===== src/rtl/dot3_scheduler_pkg.sv =====
// Shared float-vector layout, FSM encoding and component helpers for the dot3 scheduler slice.
package dot3_scheduler_pkg;

  localparam int unsigned FP_W   = 32;
  localparam int unsigned VEC3_W = 96;
  localparam int unsigned X_OFS  = 0;
  localparam int unsigned Y_OFS  = 32;
  localparam int unsigned Z_OFS  = 64;

  localparam logic [FP_W-1:0] FLOAT_ZERO = 32'h0;

  localparam logic [1:0] StIdle  = 2'd0;
  localparam logic [1:0] StFeedX = 2'd1;
  localparam logic [1:0] StFeedY = 2'd2;
  localparam logic [1:0] StFeedZ = 2'd3;

  localparam logic [1:0] CompX = 2'd0;
  localparam logic [1:0] CompY = 2'd1;
  localparam logic [1:0] CompZ = 2'd2;

  function automatic logic [FP_W-1:0] vec3_comp(input logic [VEC3_W-1:0] v,
                                                 input logic [1:0]        sel);
    logic [FP_W-1:0] c;
    case (sel)
      CompX:   c = v[X_OFS +: FP_W];
      CompY:   c = v[Y_OFS +: FP_W];
      CompZ:   c = v[Z_OFS +: FP_W];
      default: c = FLOAT_ZERO;
    endcase
    return c;
  endfunction

endpackage


===== src/rtl/rr_arbiter.sv =====
// Round-robin arbiter: lowest-numbered request at or after ptr wins, wrapping at N.
module rr_arbiter #(
  parameter int unsigned N    = 4,
  parameter int unsigned IdxW = (N > 1) ? $clog2(N) : 1
) (
  input  logic [N-1:0]    req,
  input  logic [IdxW-1:0] ptr,
  output logic [N-1:0]    gnt,
  output logic [IdxW-1:0] idx
);

  logic            found;
  int unsigned     sum;
  logic [IdxW-1:0] cand;

  always_comb begin
    gnt   = '0;
    idx   = '0;
    found = 1'b0;
    sum   = 0;
    cand  = '0;
    for (int unsigned k = 0; k < N; k++) begin
      sum = 32'(ptr) + k;
      if (sum >= N) begin
        sum = sum - N;
      end
      cand = IdxW'(sum);
      if (!found && req[cand]) begin
        found     = 1'b1;
        gnt[cand] = 1'b1;
        idx       = cand;
      end
    end
  end

endmodule


===== src/rtl/dot3_scheduler.sv =====
// Shares one pipelined 3-D dot-product unit among N_REQ requesters: round-robin grant,
// x/y/z component streaming, in-flight tag tracking and back-pressure through the unit's clock enable.
module dot3_scheduler
  import dot3_scheduler_pkg::*;
#(
  parameter int unsigned N_REQ   = 4,
  parameter int unsigned TAG_W   = 4,
  parameter int unsigned DOT_LAT = 19
) (
  input  logic                      clock,
  input  logic                      aclr_n,
  input  logic [N_REQ-1:0]          req,
  input  logic [N_REQ*VEC3_W-1:0]   req_v1,
  input  logic [N_REQ*VEC3_W-1:0]   req_v2,
  input  logic [N_REQ*TAG_W-1:0]    req_tag,
  output logic [N_REQ-1:0]          gnt,
  output logic                      dp_aclr,
  output logic                      dp_clk_en,
  output logic [FP_W-1:0]           dp_v1,
  output logic [FP_W-1:0]           dp_v2,
  input  logic [FP_W-1:0]           dp_result,
  output logic                      out_valid,
  output logic [$clog2(N_REQ)-1:0]  out_id,
  output logic [TAG_W-1:0]          out_tag,
  output logic [FP_W-1:0]           out_data,
  input  logic                      out_ready,
  output logic                      busy
);

  localparam int unsigned IdW  = $clog2(N_REQ);
  localparam int unsigned Last = DOT_LAT - 1;

  logic [1:0]       state_q, state_d;
  logic [IdW-1:0]   ptr_q, ptr_d;
  logic [FP_W-1:0]  lat_y1_q, lat_y1_d, lat_z1_q, lat_z1_d;
  logic [FP_W-1:0]  lat_y2_q, lat_y2_d, lat_z2_q, lat_z2_d;
  logic [IdW-1:0]   lat_id_q, lat_id_d;
  logic [TAG_W-1:0] lat_tag_q, lat_tag_d;
  logic [FP_W-1:0]  dp_v1_q, dp_v1_d, dp_v2_q, dp_v2_d;

  logic             out_valid_q;
  logic [IdW-1:0]   out_id_q;
  logic [TAG_W-1:0] out_tag_q;
  logic [FP_W-1:0]  out_data_q;

  logic             stall, adv, can_grant, take;
  logic [N_REQ-1:0] arb_gnt;
  logic [IdW-1:0]   arb_idx;

  logic [VEC3_W-1:0] win_v1, win_v2;
  logic [TAG_W-1:0]  win_tag;

  logic [DOT_LAT-1:0] tp_valid;
  logic [IdW-1:0]     last_id;
  logic [TAG_W-1:0]   last_tag;

  // An un-accepted result freezes everything, including the external unit.
  assign stall     = out_valid_q & ~out_ready;
  assign adv       = ~stall;
  assign can_grant = adv & ((state_q == StIdle) | (state_q == StFeedZ));
  assign take      = can_grant & (|req);

  rr_arbiter #(
    .N    (N_REQ),
    .IdxW (IdW)
  ) u_arb (
    .req (req),
    .ptr (ptr_q),
    .gnt (arb_gnt),
    .idx (arb_idx)
  );

  always_comb begin
    win_v1  = '0;
    win_v2  = '0;
    win_tag = '0;
    for (int unsigned i = 0; i < N_REQ; i++) begin
      if (arb_gnt[i]) begin
        win_v1  = req_v1[i*VEC3_W +: VEC3_W];
        win_v2  = req_v2[i*VEC3_W +: VEC3_W];
        win_tag = req_tag[i*TAG_W +: TAG_W];
      end
    end
  end

  always_comb begin
    state_d   = state_q;
    ptr_d     = ptr_q;
    lat_y1_d  = lat_y1_q;
    lat_z1_d  = lat_z1_q;
    lat_y2_d  = lat_y2_q;
    lat_z2_d  = lat_z2_q;
    lat_id_d  = lat_id_q;
    lat_tag_d = lat_tag_q;
    dp_v1_d   = dp_v1_q;
    dp_v2_d   = dp_v2_q;
    if (adv) begin
      case (state_q)
        StIdle, StFeedZ: begin
          if (take) begin
            // x goes straight to the port register so it is presented during FEED_X.
            state_d   = StFeedX;
            ptr_d     = (arb_idx == IdW'(N_REQ - 1)) ? '0 : arb_idx + 1'b1;
            dp_v1_d   = vec3_comp(win_v1, CompX);
            dp_v2_d   = vec3_comp(win_v2, CompX);
            lat_y1_d  = vec3_comp(win_v1, CompY);
            lat_z1_d  = vec3_comp(win_v1, CompZ);
            lat_y2_d  = vec3_comp(win_v2, CompY);
            lat_z2_d  = vec3_comp(win_v2, CompZ);
            lat_id_d  = arb_idx;
            lat_tag_d = win_tag;
          end else begin
            state_d = StIdle;
            dp_v1_d = FLOAT_ZERO;
            dp_v2_d = FLOAT_ZERO;
          end
        end
        StFeedX: begin
          state_d = StFeedY;
          dp_v1_d = lat_y1_q;
          dp_v2_d = lat_y2_q;
        end
        StFeedY: begin
          state_d = StFeedZ;
          dp_v1_d = lat_z1_q;
          dp_v2_d = lat_z2_q;
        end
        default: state_d = StIdle;
      endcase
    end
  end

  always_ff @(posedge clock or negedge aclr_n) begin
    if (!aclr_n) begin
      state_q   <= StIdle;
      ptr_q     <= '0;
      lat_y1_q  <= FLOAT_ZERO;
      lat_z1_q  <= FLOAT_ZERO;
      lat_y2_q  <= FLOAT_ZERO;
      lat_z2_q  <= FLOAT_ZERO;
      lat_id_q  <= '0;
      lat_tag_q <= '0;
      dp_v1_q   <= FLOAT_ZERO;
      dp_v2_q   <= FLOAT_ZERO;
    end else begin
      state_q   <= state_d;
      ptr_q     <= ptr_d;
      lat_y1_q  <= lat_y1_d;
      lat_z1_q  <= lat_z1_d;
      lat_y2_q  <= lat_y2_d;
      lat_z2_q  <= lat_z2_d;
      lat_id_q  <= lat_id_d;
      lat_tag_q <= lat_tag_d;
      dp_v1_q   <= dp_v1_d;
      dp_v2_q   <= dp_v2_d;
    end
  end

  // Tag pipe: stage k holds the job whose x component entered the unit k+1 enabled cycles ago.
  for (genvar k = 0; k < DOT_LAT; k++) begin : g_tag_pipe
    logic             in_valid;
    logic [IdW-1:0]   in_id;
    logic [TAG_W-1:0] in_tag;
    logic             valid_q;
    logic [IdW-1:0]   id_q;
    logic [TAG_W-1:0] tag_q;

    if (k == 0) begin : g_head
      assign in_valid = (state_q == StFeedX);
      assign in_id    = lat_id_q;
      assign in_tag   = lat_tag_q;
    end else begin : g_body
      assign in_valid = g_tag_pipe[k-1].valid_q;
      assign in_id    = g_tag_pipe[k-1].id_q;
      assign in_tag   = g_tag_pipe[k-1].tag_q;
    end

    always_ff @(posedge clock or negedge aclr_n) begin
      if (!aclr_n) begin
        valid_q <= 1'b0;
        id_q    <= '0;
        tag_q   <= '0;
      end else if (adv) begin
        valid_q <= in_valid;
        id_q    <= in_id;
        tag_q   <= in_tag;
      end
    end

    assign tp_valid[k] = valid_q;
  end

  assign last_id  = g_tag_pipe[Last].id_q;
  assign last_tag = g_tag_pipe[Last].tag_q;

  // When not stalled any held result is being accepted, so the slot takes whatever lands now.
  always_ff @(posedge clock or negedge aclr_n) begin
    if (!aclr_n) begin
      out_valid_q <= 1'b0;
      out_id_q    <= '0;
      out_tag_q   <= '0;
      out_data_q  <= FLOAT_ZERO;
    end else if (adv) begin
      out_valid_q <= tp_valid[Last];
      if (tp_valid[Last]) begin
        out_id_q   <= last_id;
        out_tag_q  <= last_tag;
        out_data_q <= dp_result;
      end
    end
  end

  assign gnt       = can_grant ? arb_gnt : '0;
  assign dp_aclr   = ~aclr_n;
  assign dp_clk_en = adv;
  assign dp_v1     = dp_v1_q;
  assign dp_v2     = dp_v2_q;
  assign out_valid = out_valid_q;
  assign out_id    = out_id_q;
  assign out_tag   = out_tag_q;
  assign out_data  = out_data_q;
  assign busy      = (state_q != StIdle) | (|tp_valid) | out_valid_q;

endmodule

===== config.mk =====
export PLATFORM = sky130hd
export DESIGN_NAME = dot3_scheduler
export DESIGN_NICKNAME = d
export VERILOG_FILES = /design/src/rtl/dot3_scheduler_pkg.sv /design/src/rtl/rr_arbiter.sv /design/src/rtl/dot3_scheduler.sv
export SDC_FILE = /design/constraint.sdc
export NUM_CORES = 1
export LEC_CHECK = 0
export CORE_AREA = 3 3 358 360
export CTS_BUF_LIST = sky130_fd_sc_hd__clkbuf_8 sky130_fd_sc_hd__clkbuf_16
export DETAILED_ROUTE_END_ITERATION = 8
export DIE_AREA = 0 0 361 363
export PLACE_DENSITY_LB_ADDON = 0.15
export SLEW_MARGIN = 20
export SYNTH_ARGS = -nofsm -noshare
export SYNTH_HDL_FRONTEND = slang
export SYNTH_HIERARCHICAL = 1
export SYNTH_SLANG_ARGS = --single-unit
export TNS_END_PERCENT = 5

===== constraint.sdc =====
create_clock -name clock -period 3.7 [get_ports clock]
set_input_delay 0.74 -clock clock [delete_from_list [all_inputs] [get_ports clock]]
set_output_delay 0.74 -clock clock [all_outputs]
set_load 0.01 [all_outputs]

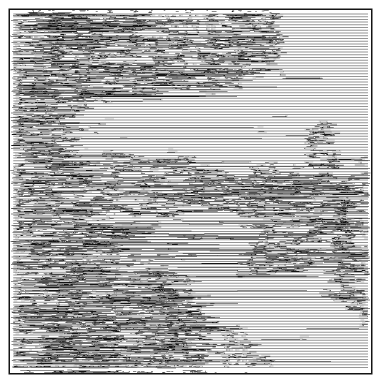
met1.png
(1 px per um) Supply wires on this layer in grey. Cells faint in the background.
share of all routed wire: 42%
main direction: horizontal
nets with wire on the layer: 3,373
longest straight run: 186 um

==> summary.rpt <==
=== SYNTHESIS / PLACE & ROUTE SUMMARY ===
----------------------------------------------------
[Setup path]
  Startpoint of the most critical setup path ........................ req[0]
  Required arrival time at the worst endpoint ........................ 2960 ps
  Ordered list of cells on the worst path ........................ clkdlybuf4s50_1, buf_4, mux4_2, nor4b_4, buf_4, a22oi_1, o21ai_4, and3_1, dlygate4sd2_1
  Buf+Inv Stages, Crit Path ........................ 4
  Type of origin of the critical path ........................ primary input
  Critical path class ........................ primary input to primary output
  CP max stage cell ........................ clkdlybuf4s50_1
  Cell seen most often among critical-path stages ........................ buf_4
  Cell family with most CP delay ........................ buffers and inverters
  CP endpoint kind ........................ primary output
  Longest individual stage delay on the worst path ........................ 480 ps
  Start of the worst register-to-register path ........................ ptr_q[0]
  Max FO, Critical Path ........................ 4

[Power and ir drop]
  Total Power Consumption ........................ 0.0336 W
  LEAKAGE ........................ 13.3 nW
  Maximum vdd drop ........................ 592 uV

[Drt]
  Uppermost layer routed ........................ met5
  Detailed-route DRC error count ........................ 0
  Routed via count divided by cell count ........................ 4.48
  Wire length per cell after detailed routing ........................ 28.8 um
  Detailed-routed wire length on met3 ........................ 11,300 um
  Antenna Nets Post-Route ........................ 0
  Final wirelength ........................ 134,000 um
  Total number of vias ........................ 20,800

[Die]
  Top-Level Pins ........................ 933
  Die H ........................ 363 um
  FP Rows ........................ 130
  Area of the chip ........................ 131,000 um2
  Die W ........................ 361 um
  Placeable core region ........................ 125,000 um2
  Starting density of the core ........................ 15.2%

[Yosys]
  Synthesized area per cell ........................ 9.71 um2
  Count of flip-flops with a built-in enable after synthesis ........................ 0
  Synth Net Count ........................ 2,795
  Total cells reported by yosys after synthesis ........................ 1,963
  Cell area after synthesis ........................ 19,100 um2
  Dominant Register Cell ........................ dfrtp_1
  Share of the yosys chip area belonging to registers ........................ 49.1%
  Chip area estimate from yosys synthesis ........................ 19,100 um2
  Number of library cell types mapped by synthesis ........................ 45
  Cell count after synthesis ........................ 1,963

[STA]
  Worst slack on hold paths ........................ 463 ps
  Pin slew with the least headroom to its limit ........................ 994 ps
  Max-Slew Margin vs Limit ........................ 33.7%
  Total negative setup slack ........................ 0 ps
  Number of failing hold endpoints at the final stage ........................ 0
  Peak clock frequency supported by timing ........................ 272 MHz
  Smallest setup slack after layout ........................ 24.1 ps
  Post-Route Skew ........................ 29.1 ps

[Clock tree]
  Clock tree from TritonCTS ........................ done
  CTS max path bufs ........................ 3
  H-tree levels ........................ 2
  Clock Sinks ........................ 374
  Cell at the root of the clock tree ........................ clkbuf_16

[Run]
  Number of logged tool warnings ........................ 46
  Total of max-cap violations ........................ 0

[GRT]
  Wire length of the first global-routing pass ........................ 178,000 um
  GRT Resource Usage Total ........................ 19.5%
  Global-route track usage on met1 ........................ 25.0%
  Met3 layer usage reported by global route ........................ 5.98%
  Largest net degree at the start of global routing ........................ 165
  Initial antenna violation count ........................ 89
  Total grt overflow ........................ 0

[Place]
  PortBufs ........................ 932
  Gpl congestion ........................ 0.833
  DP Wirelength ........................ 106,000 um
  Placement-stage worst setup slack ........................ -531 ps
  Total cell area at the placement stage ........................ 31,300 um2

[Final layout]
  Net count, final ........................ 3,747
  Utilization after layout ........................ 26.4%
  Cell area after layout ........................ 33,200 um2
  Share of cells above drive strength 1 ........................ 13.4%
  Layout overhead on the synthesized area ........................ 73.9%

[Outcome]
  Status ........................ completed

[Min path]
  Hold path startpoint ........................ g_tag_pipe[4].tag_q[3]
  Path type of the worst min-delay path ........................ register to register

----------------------------------------------------
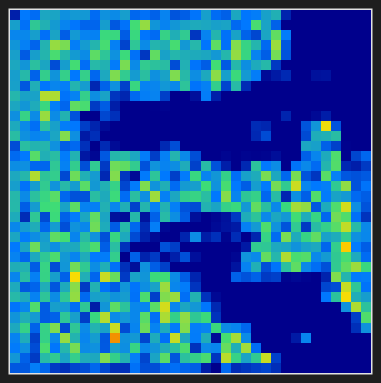
density.png
(1 px per um) 36 x 36 tiles, from dark blue (low) to red (high), 0 to 100% covered.
nearly empty tiles: 27%
emptiest ninth of the die: top right
mean over tiles: 24%
fullest tile: 84%
tiles over 75% full: 0.20%

-- what timing repair did --
item / in CTS / in global routing
hold buffers: 1 / 0
endpoints found under the hold margin: 14 / 0
buffers inserted: 1 / 7
endpoints found under the setup margin: 4 / 5
pin swaps: 1 / 4
gates resized: 12 / 10
-- Yosys cell counts (all sizes together) (3+ instances only) --
cell    number  area share (%)
mux4         4            0.47
nor3         3            0.11
a22oi       72             2.8
o21ai       10            0.26
nor2         8            0.16
a221oi     194             8.9
o31ai      134             7.4
nor2b        6            0.24
o221ai      63             2.9
mux2        38             2.2
dfrtp      374              49
and3         5            0.16
o22ai      132             4.3
o211ai      65             2.6
nand2      612              12
buf         68             2.0
ha           9            0.59
inv          9            0.18
clkbuf     135             2.7
nor4         4            0.16
-- state kept, by name, indices dropped and copies added, names as in the netlist, 8 cells and up --
name and count:
g_tag_pipe.id_q 36, lat_z1_q 32, g_tag_pipe.tag_q 72, dp_v2 32, lat_y2_q 32, lat_y1_q 32, dp_v1 32, g_tag_pipe.valid_q 18
g_tag_pipe.in_tag 8, lat_z2_q 32, out_data 32
-- final timing paths --
path,to,slack [ps],depth (start not counted)
worst max-delay path,gnt[1],20,9
worst min-delay path,g_tag_pipe[4].tag_q[3],460,2
worst max register to register,dp_v2[0],150,15
worst min register to register,g_tag_pipe[4].tag_q[3],460,2
max in group asynchronous,dp_v1[24],1650,4
min in group asynchronous,g_tag_pipe[4].valid_q,560,2
-- placed cells by master, fill, tap and decap left out, types with 3 or more instances in the layout --
cell type          n
nand2_1          610
o31ai_2           80
clkinv_2           4
diode_2           30
mux4_2             4
buf_4            134
o22ai_1          132
clkbuf_8          17
a22oi_1           71
clkbuf_16         51
nor4_1             3
clkinvlp_4         3
buf_12            34
inv_1             17
o21ai_0            7
a221oi_1         194
nor2_1             8
dfrtp_1          374
o211ai_1          65
o221ai_1          63
o31ai_1           54
nor2b_1            3
clkdlybuf4s50_1  925
and3_1             3
mux2_2            38
ha_1               8
-- layout make-up --
| class | instances | area [um2] |
|---|---|---|
| inverter | 9 | 43.8 |
| sequential | 374 | 9360 |
| clock inverter | 24 | 194 |
| multi-input combinational | 1377 | 8880 |
| fill | 13400 | 92200 |
| clock buffer | 68 | 1510 |
| tap | 1650 | 2060 |
| timing repair buffer | 1102 | 11000 |
| antenna | 30 | 75.1 |
-- logic make-up (layout without fill, tap and decap cells) --
kind of cell               Yosys count  count (layout)  share of synthesized area [%]
AOI/OAI and AO/OA                  676             676                           29.4
muxes                               43              43                           2.77
adders and majority gates            9               9                          0.591
buffers and inverters              212            1203                           4.79
other                                0              30                              0
DFF                                374             374                           49.1
and+or+nand+nor                    649             649                           13.4
-- where the power goes --
group | switching [W] | total [W] | internal (W) | leakage [nW]
logic | 0.0122 | 0.0212 | 0.00909 | 7.68
registers | 0.00113 | 0.00723 | 0.00610 | 4.75
clock network | 0.00211 | 0.00509 | 0.00298 | 0.876
total | 0.0154 | 0.0336 | 0.0182 | 13.3
-- tightest hold or removal path, stage by stage, from the launching register on --
cell and delay (ps):
dfrtp_1 340, nand2_1 50, nand2_1 50
Power figures rest on the tool's default switching activity, not on a simulated workload.
